### Signal wires on met1

Scale: 6 px per um. Cells faint in the background.
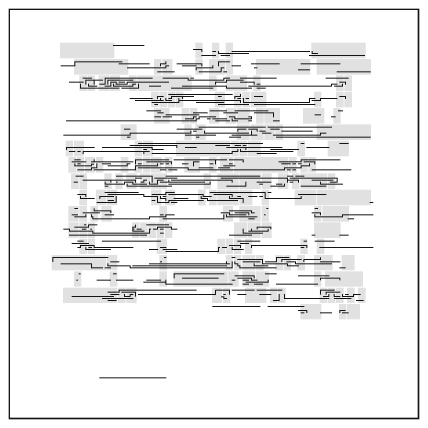
### Metal 2

Scale: 6 px per um.
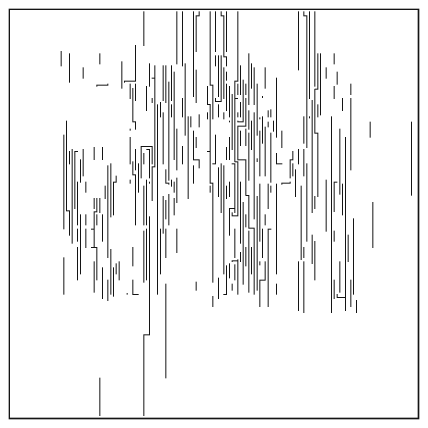
### The metal 3 layer

Scale: 4 px per um. Cells faint in the background.
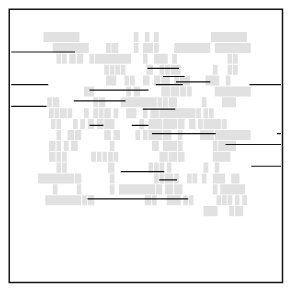
### Congestion heat map

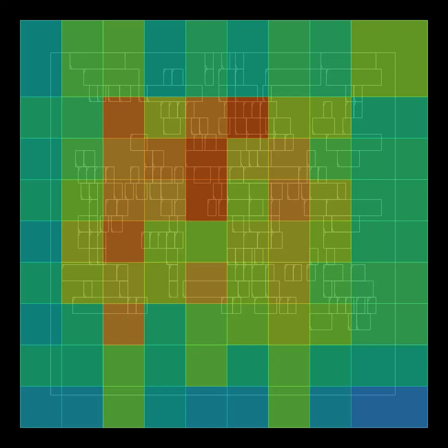
### Pin map

Scale: 6 px per um. Pins as bars across the die edge, other pins in grey.
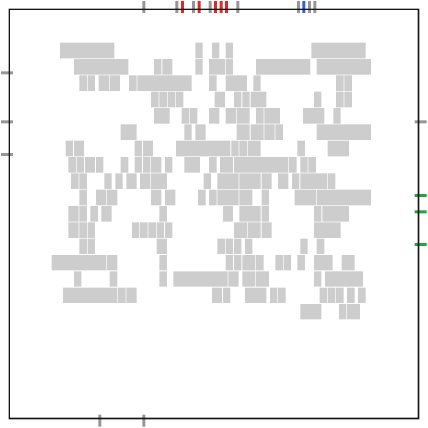
==> config.mk <==
export PLATFORM = sky130hd
export DESIGN_NAME = rr_x_in_arbiter_flat
export DESIGN_NICKNAME = d
export VERILOG_FILES = /design/src/rtl/rr_x_in_arbiter_if.sv /design/src/rtl/rr_x_in_arbiter.sv /design/src/flat_wrapper.sv
export SDC_FILE = /design/constraint.sdc
export NUM_CORES = 1
export LEC_CHECK = 0
export ABC_AREA = 1
export CAP_MARGIN = 20
export CELL_PAD_IN_SITES_DETAIL_PLACEMENT = 0
export CELL_PAD_IN_SITES_GLOBAL_PLACEMENT = 2
export CORE_MARGIN = 5
export CORE_UTILIZATION = 33
export DETAILED_ROUTE_END_ITERATION = 7
export DONT_BUFFER_PORTS = 1
export GPL_ROUTABILITY_DRIVEN = 0
export MAX_ROUTING_LAYER = met4
export PLACE_DENSITY = 0.87
export SLEW_MARGIN = 20
export SYNTH_ARGS = -nofsm -noshare
export SYNTH_HDL_FRONTEND = slang
export SYNTH_SLANG_ARGS = --single-unit
==> constraint.sdc <==
create_clock -name clk -period 2.3 [get_ports clk]
set_input_delay 0.46 -clock clk [delete_from_list [all_inputs] [get_ports clk]]
set_output_delay 0.46 -clock clk [all_outputs]
set_load 0.01 [all_outputs]
==> results.yml <==
# implementation run metrics
setup_path:
  cp_cell_sequence: "inv_1 > ha_1 > inv_1 > nor2_1 > nor2_1 > nand2_1 > nand2_2 > nor3_2 > nor2_2 > nand2_1 > nand3_2"
  critPathLaunchType: "register"
  crit_path_max_fanout: 5
  reg2regPathDepth: 11
  cp_top_family: "simple AND/OR/NAND/NOR gates"
  crit_type: "reg2reg"
  timing.critical_path.buf_inv: 2
  cp_data_required_time_ps: 2500
  cp_slowest_stage_delay_ps: 480
  cpMaxStageDelayCell: "dfrtp_1"
finish:
  area_delta_synth_final_pct: 7.449
  fin_area_um2: 1191
  drive_above_1_share_pct: 13.22
  layout.nets: 191
logic_synthesis:
  syn_area_per_cell_um2: 6.483
  synth_cells: 171
  ys.flops: 13
  yosys.area.top_type: "dfrtp_1"
  topCellsByArea: "dfrtp_1 29%, nand2_1 21%, nand3_1 8.6%, nand3_2 7.2%, inv_1 6.1%"
  ys_warn_count: 0
  yosysUniqueCellTypes: 21
  synthesis.area_um2: 1109
  synth_seq_share_pct: 29.35
clock_network:
  cts_resized: 0
  numCtsBuffers: 3
  root_buffer: "clkbuf_4"
  clk_pin_slew_ps: 90
  clk_latency_ps: 300
  cts_tree: "yes"
  cts.sinks: 13
global_routing:
  antenna_found_initial: 0
  grt_pass1_wl_um: 5333
  grt_pass1_vias: 1086
  grt_max_degree: 14
  grt-ovfl-total: 0
flow_run:
  log.warning_count: 28
  maxCapViolCount: 0
sta:
  fin_tns_setup_ps: 0
  hold_violations: 0
  fmax_ghz: 0.5188
  drv_slew: 0
  slew_headroom_pct: 56.86
  clock_skew_ps: 5.565
  finalClockPeriodUsage_pct: 83.80
  worstMarginPinSlew_ps: 645.0
  setup_violations: 0
  post-route-min-period_ps: 1927
pwr:
  vdd_ir_drop_max_uv: 430.8
  p_leak_nw: 0.6125
  power.density_nw_per_um2: 1201
die:
  initial_core_util_pct: 33.75
  core_um2: 3284
  fp-row-count: 21
  ios: 23
run_status:
  status: "finished, final reports clean"
routing:
  first_pass_iters: 4
  drt_iter0_drc: 72
  vias_per_cell: 5.095
worst_hold_path:
  hold_path.class: "in2reg"
placement:
  dp_hpwl_um: 2568
Notes on 'Signal wires on met1' above:
longest straight run: 21.6 um
nets with wire on the layer: 175
main direction: horizontal
share of all routed wire: 45%
final WL: 3238 um
M1 GR Usage: 21.20%
detailed-route via count: 1121

Notes on 'Metal 2' above:
main direction: vertical
share of all routed wire: 48%
grt met2 use: 25.39%

Notes on 'The metal 3 layer' above:
main direction: horizontal
wire length on this layer: 187 um
nets with wire on the layer: 15
longest straight run: 24.8 um
met3 Track Usage GR: 3.941%

Notes on 'Congestion heat map' above:
gr usage total: 16.18%
global route hottest layer: met2
wire per inst: 14.72 um

Notes on 'Pin map' above:
legend:
  `arb_grant_id_o`:
    colour: green
    pins: 3
    direction: output
    edge: east
  `arb_last_i`:
    colour: red
    pins: 5
    direction: input
    edge: north
  `rst_n`:
    colour: blue
    pins: 1
    direction: input
    edge: north
all pins by edge: 14 north, 4 east, 3 west, 2 south
Die W: 67.96 um
die height: 67.96 um
input/output buffers: 0

## synth_stat cells, drive strengths merged
cell type,count
nand3b,2
dfrtp,13
nand4,5
a21oi,3
nand3,28
o21ai,8
clkbuf,1
ha,3
nor3,2
nor2,16
inv,19
o211ai,2
buf,1
nand2,68
## area by class of cell
type	instances	area, um^2
Fill cell	357	2093
Multi-Input combinational cell	137	700.7
Sequential cell	13	325.3
Inverter	19	71.32
Tap cell	46	57.56
Clock buffer	4	26.28
Timing Repair Buffer	1	10.01
## power breakdown
part | leakage (nW) | internal (W) | switching, W
clock | 0.0150 | 0.0000677 | 0.0000925
combinational | 0.431 | 0.000260 | 0.000535
sequential | 0.166 | 0.000326 | 0.000150
## kinds of logic after synthesis
| group | synth area share [%] |
|---|---|
| flops | 29.35 |
| compound gates | 6.659 |
| simple gates | 53.16 |
| fa+ha+maj | 3.386 |
| buf+inv | 7.448 |
## metrics by stage
step                      hold slack (ps)  std cells  worst slack [ps]
after floorplan                     164.4        171             593.3
after global placement              164.7        215             451.5
after detailed placement            164.7        215             394.1
after CTS                           359.7        220             373.6
after global routing                413.2        220             192.9
final                               348.8        220             372.6
## timing repair
action,4_1_cts,5_1_grt
hold endpoints to repair,13,0
hold buffers,1,0
buffers inserted,0,0
## layer usage
metal | vias up | track usage (%) | wire (um)
met2 | 29 | 25.39 | 1558
li1 | 560 | - | -
met1 | 527 | 21.20 | 1467
met3 | 5 | 3.941 | 186
met4 | 0 | 3.226 | 26
met5 | - | - | 0
## worst register-to-register path, cell delays in order, from the launching register on
cell and delay [ps]:
dfrtp_1 480, inv_1 120, ha_1 330, inv_1 100
nor2_1 110, nor2_1 70, nand2_1 100, nand2_2 80
nor3_2 250, nor2_2 50, nand2_1 80, nand3_2 50
Power is estimated from default activity; no workload was simulated.
